Figure 1. Clock wires, drivers and flops.
Scale bar: 20 µm.
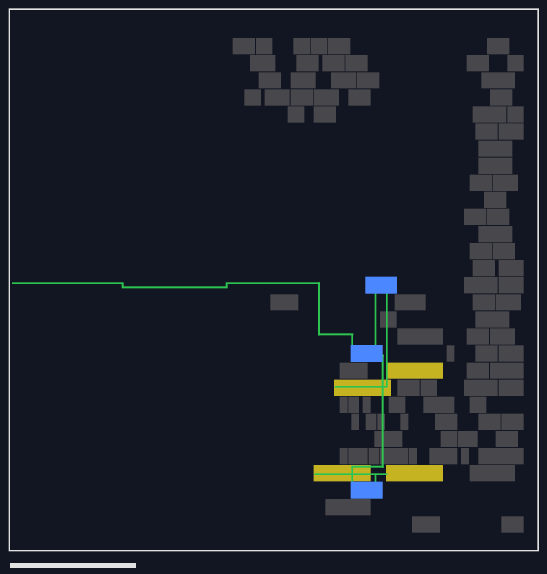
Figure 2. Routed metal, one color a layer.
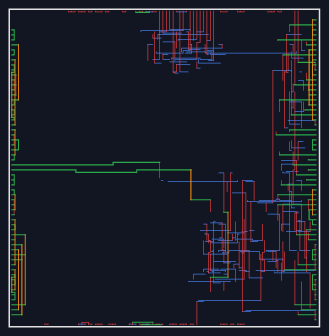
Figure 3. Port wiring.
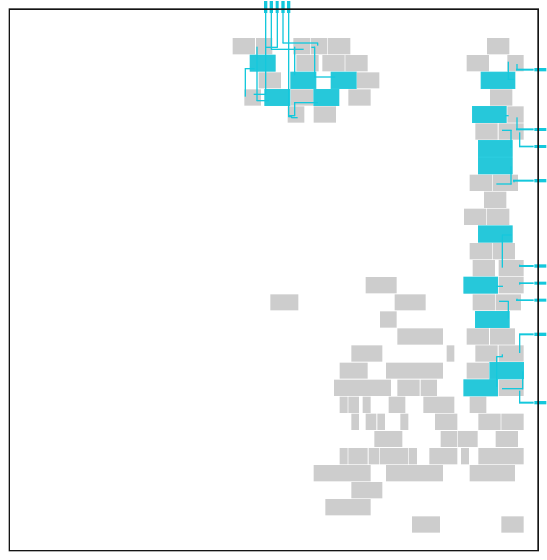
Figure 4. Clock wiring as the flow saved it.
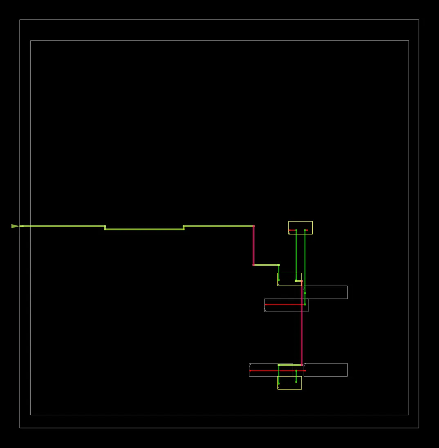
Figure 5. Gate families picked out.
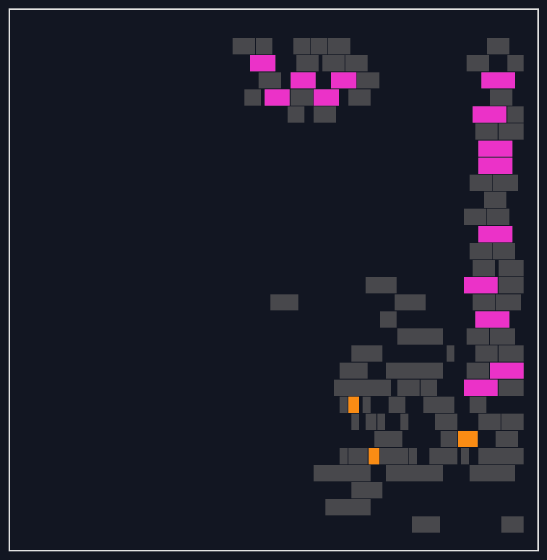
==> src/rtl/dmem_arbiter.sv <==
// Data-memory arbiter: CPU has default priority, and a wait counter forces a one-cycle device slot.
// Optional stall statistics counter is enabled by defining ARB_STATS_EN.
module dmem_arbiter #(
  parameter int AW       = 14,
  parameter int MAX_WAIT = 4
) (
  input  logic          clk,
  input  logic          reset,
  input  logic          cpu_req,
  input  logic          cpu_wr,
  input  logic [AW-1:0] cpu_addr,
  input  logic [31:0]   cpu_wdata,
  output logic [31:0]   cpu_rdata,
  output logic          cpu_enable,
  input  logic          dev_req,
  input  logic [AW-1:0] dev_addr,
  output logic          dev_gnt,
  output logic [31:0]   dev_rdata,
  output logic [AW-1:0] mem_addr,
  output logic          mem_wr,
  output logic [31:0]   mem_wdata,
  input  logic [31:0]   mem_rdata
`ifdef ARB_STATS_EN
  ,
  output logic [15:0]   stall_cnt
`endif
);

  localparam int CW = $clog2(MAX_WAIT + 1);
  localparam logic [CW-1:0] WAIT_LAST = CW'(MAX_WAIT - 1);
  localparam logic [CW-1:0] WAIT_MAX  = CW'(MAX_WAIT);

  typedef enum logic {CPU_PRI, DEV_FORCE} state_t;

  state_t        state;
  logic [CW-1:0] wait_cnt;
  logic          gnt;

  function automatic logic [CW-1:0] sat_inc_wait(input logic [CW-1:0] v);
    return (v == WAIT_MAX) ? v : v + 1'b1;
  endfunction

  // Grant is resolved in the same cycle; reset suppresses every control output.
  always_comb begin
    gnt = 1'b0;
    if (!reset) begin
      if (state == DEV_FORCE) gnt = dev_req;
      else                    gnt = dev_req & ~cpu_req;
    end
  end

  assign dev_gnt    = gnt;
  assign cpu_enable = ~reset & ~(gnt & cpu_req);
  assign mem_addr   = gnt ? dev_addr : cpu_addr;
  assign mem_wr     = ~reset & cpu_req & cpu_wr & ~gnt;
  assign mem_wdata  = cpu_wdata;
  assign cpu_rdata  = mem_rdata;
  assign dev_rdata  = mem_rdata;

  always_ff @(posedge clk or posedge reset) begin
    if (reset) begin
      state    <= CPU_PRI;
      wait_cnt <= '0;
    end else begin
      case (state)
        CPU_PRI:   if (dev_req && !gnt && wait_cnt == WAIT_LAST) state <= DEV_FORCE;
        DEV_FORCE: state <= CPU_PRI;
        default:   state <= CPU_PRI;
      endcase
      if (!dev_req || gnt) wait_cnt <= '0;
      else                 wait_cnt <= sat_inc_wait(wait_cnt);
    end
  end

`ifdef ARB_STATS_EN
  function automatic logic [15:0] sat_inc16(input logic [15:0] v);
    return (v == 16'hFFFF) ? v : v + 16'd1;
  endfunction

  always_ff @(posedge clk or posedge reset) begin
    if (reset)                     stall_cnt <= '0;
    else if (cpu_req && !cpu_enable) stall_cnt <= sat_inc16(stall_cnt);
  end
`endif

endmodule

==> config.mk <==
export PLATFORM = sky130hd
export DESIGN_NAME = dmem_arbiter
export DESIGN_NICKNAME = d
export VERILOG_FILES = /design/src/rtl/dmem_arbiter.sv
export SDC_FILE = /design/constraint.sdc
export NUM_CORES = 1
export LEC_CHECK = 0
export CAP_MARGIN = 20
export CORE_AREA = 2 2 82 84
export DETAILED_ROUTE_END_ITERATION = 8
export DIE_AREA = 0 0 84 86
export PLACE_DENSITY = 0.72
export SKIP_CTS_REPAIR_TIMING = 1
export SLEW_MARGIN = 20
export SYNTH_ARGS = -nofsm -noshare
export SYNTH_HDL_FRONTEND = slang
export SYNTH_SLANG_ARGS = --single-unit
==> constraint.sdc <==
create_clock -name clk -period 1.9 [get_ports clk]
set_input_delay 0.285 -clock clk [delete_from_list [all_inputs] [get_ports clk]]
set_output_delay 0.285 -clock clk [all_outputs]
set_load 0.05 [all_outputs]
==> Changelog: implementation <==
### Implementation results

* Final WS setup at 0.1864 ns
* Met1 GRT Util at 3.791%
* Inserted Clock Buffers at 3
* Status: finished, final reports clean
* Hold Crit Class: in -> async
* WS Path Type: reg -> out
* Power per cell area at 490.2 mW/mm²
* Design Area, Final at around 0.0012 mm²
* MUX area fraction at approximately 16%
* Xor/xnor share at 0.7400%
* Worst-path clk slew at about 0.03 ns
* Top cell area share at a little over 60%
* Port bufs at 49
* GRT Util Overall at 5.522%
* Critical-path top delay cell: dfrtp_1
* Synth Flop Type: dfrtp_1
* CTS tree: done
* GR peak layer: met4
* Row count at 29
* Final setup viols at 0
* Top cells by area: buf_4 (61%), mux2_4 (11%), dfrtp_1 (8.5%), mux2_2 (4.8%), ha_1 (3.2%)
* Area of the multi-input gates at approximately 360 µm²
* Hold WS at 0.1856 ns
* Yosys cell types at 19
* Die Area at 0.007224 mm²
* Max Fclk at 583.6 MHz
* Top Ports at 210
* Compound-Gate Fraction of Synth Area at under 10%
* Critical path's largest stage delay at 0.37 ns
About Figure 1:
[clock drivers] blue | count: 3
[clock wires] green | length: 145 µm
[flip-flops] yellow | count: 4
flops lie: lower right
routed clock nets: 4

About Figure 2:
| layer | color | wire length |
|---|---|---|
| metal 1 | blue | 547 µm |
| metal 2 | red | 920 µm |
| metal 3 | green | 435 µm |
| metal 4 | orange | 207 µm |

About Figure 3:
| port | color | direction | end cells | buffers | wire |
|---|---|---|---|---|---|
| mem_addr | cyan | output | 14 | 14 | 166 µm |

About Figure 4:
CTS sink cnt: 4
P_clk: 179 µW

About Figure 5:
| family | color | cells |
|---|---|---|
| inverting AOI/OAI gates | orange | 3 |
| multiplexers | magenta | 14 |

[final cells by class]
| cell class | count | share of cell area, % |
|---|---|---|
| clock buffers | 3 | 3.526 |
| diodes | 1 | 0.2137 |
| multi-input cells | 33 | 30.98 |
| well taps | 77 | 8.227 |
| flip-flops and latches | 4 | 8.547 |
| repair buffers | 53 | 46.90 |
| inverters | 5 | 1.603 |
[power breakdown]
| group | internal (mW) | leakage [nW] | total [mW] | switching [mW] |
|---|---|---|---|---|
| Combinational | 0.151 | 0.467 | 0.298 | 0.148 |
| Clock | 0.135 | 0.0216 | 0.179 | 0.0441 |
| Sequential | 0.0919 | 0.0541 | 0.0969 | 0.00500 |
[state kept, by name (all words and copies together) (netlist names)]
signal,cells
state,1
wait_cnt,3
Power is estimated from default activity; no workload was simulated.
